==> images/met1.png <==
Cells faint in the background.
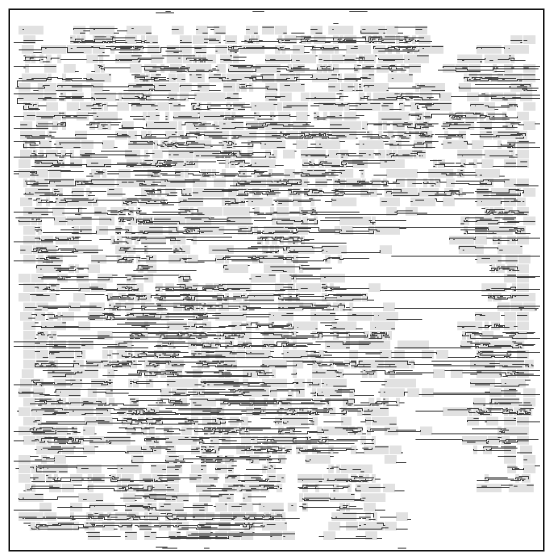
==> images/met2.png <==
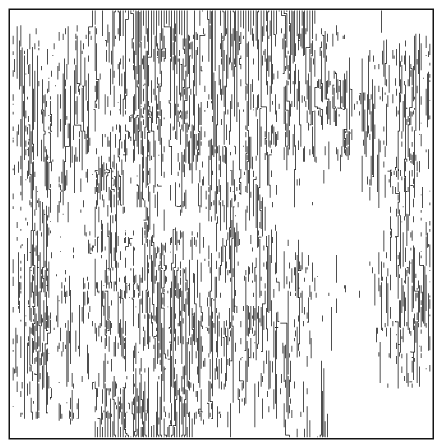
==> config.mk <==
export PLATFORM = sky130hd
export DESIGN_NAME = alu_issue_ctrl
export DESIGN_NICKNAME = d
export VERILOG_FILES = /design/src/rtl/alu_issue_ctrl.sv
export SDC_FILE = /design/constraint.sdc
export NUM_CORES = 1
export LEC_CHECK = 0
export ABC_AREA = 0
export CORE_AREA = 2 2 150 152
export CTS_CLUSTER_DIAMETER = 40
export DETAILED_ROUTE_END_ITERATION = 16
export DIE_AREA = 0 0 152 154
export PLACE_DENSITY = 0.73
export SLEW_MARGIN = 5
export SYNTH_ARGS = -nofsm -noshare
export SYNTH_HDL_FRONTEND = slang
export SYNTH_SLANG_ARGS = --single-unit
==> constraint.sdc <==
create_clock -name soc_clk -period 2.9 [get_ports soc_clk]
set_input_delay 0.435 -clock soc_clk [delete_from_list [all_inputs] [get_ports soc_clk]]
set_output_delay 0.435 -clock soc_clk [all_outputs]
set_load 0.01 [all_outputs]
==> results.py <==
# Auto-generated metrics
metrics = {
    "finish": {
        "buf_share": 0.283,
        "diodes": 0,
        "clk_share": 0.0448,
        "layout.nets": 1585,
        "final-comb-area_um2": 4580,
        "nNonClkInverters": 15,
        "nFlopsAndLatches": 186,
    },
    "worst_hold_path": {
        "holdCritPathClass": "in -> reg",
    },
    "yosys": {
        "syn_nets": 1267,
        "top_logic_kind": "AND-OR/OR-AND gates",
        "synth_area_um2": 8640,
        "ys_types": 62,
        "syn_inst": 1057,
        "yosysSeqAreaShare": 0.431,
        "synthAdderAreaFrac": 0.0545,
        "synth-edff-count": 0,
        "ys_sh_xor": 0.0213,
        "topCellsByArea": "dfxtp_1, nand2_1, a21oi_1, ha_1, nor2_1",
        "top_cells_by_count": "dfxtp_1, nand2_1, a21oi_1, nor2_1, nand3_1",
        "yosys.area_share.simple": 0.211,
        "synthArstFlopShare": 0,
        "mux_area_frac": 0.00927,
    },
    "power_and_ir_drop": {
        "seq_cell_power_mw": 2.88,
        "power_combinational_mw": 2.44,
        "ir_drop_mv": 0.384,
        "power.group.top": "registers",
        "power_mw": 7.65,
    },
    "timing": {
        "finalHoldViolCount": 0,
        "rsz0062_at_grt": "no",
        "worstMarginPinSlew_ns": 0.671,
        "fin_setup_tns_ns": 0,
        "fmax_mhz": 365,
        "finalCritPeriodShare": 0.945,
    },
    "global_route": {
        "grt_max_degree": 149,
        "grt_first_pass_wirelength_um": 45400,
        "globalRouteMet3Util": 0.0538,
    },
    "floorplanning": {
        "initial_core_util": 0.398,
        "die_y_um": 154,
        "die_x_um": 152,
        "ios": 316,
    },
    "place": {
        "place_congestion": 1.00,
        "dpl.hpwl_um": 21100,
        "io_buffer_count": 315,
        "postPlaceCellArea_um2": 12400,
        "dp_cells": 1636,
    },
    "clock_tree": {
        "clkLatencyLatePin_ns": 0.45,
        "cts_tree": "done",
    },
    "run_status": {
        "outcome": "finished clean",
    },
    "critical_path": {
        "worstSetupEndpointType": "register",
        "cp_slowest_cell": "clkdlybuf4s50_1",
    },
    "drt": {
        "first_iter_violations": 532,
    },
}
About met1.png:
share of all routed wire: 45%
nets with wire on the layer: 1434
longest straight run: 70.8 um
wire length on this layer: 12900 um
Routed WL: 28300 um
vias: 8900
met1 GRT Util: 0.308

About met2.png:
main direction: vertical
nets with wire on the layer: 1318
longest straight run: 59.2 um
M2 GR Usage: 0.390

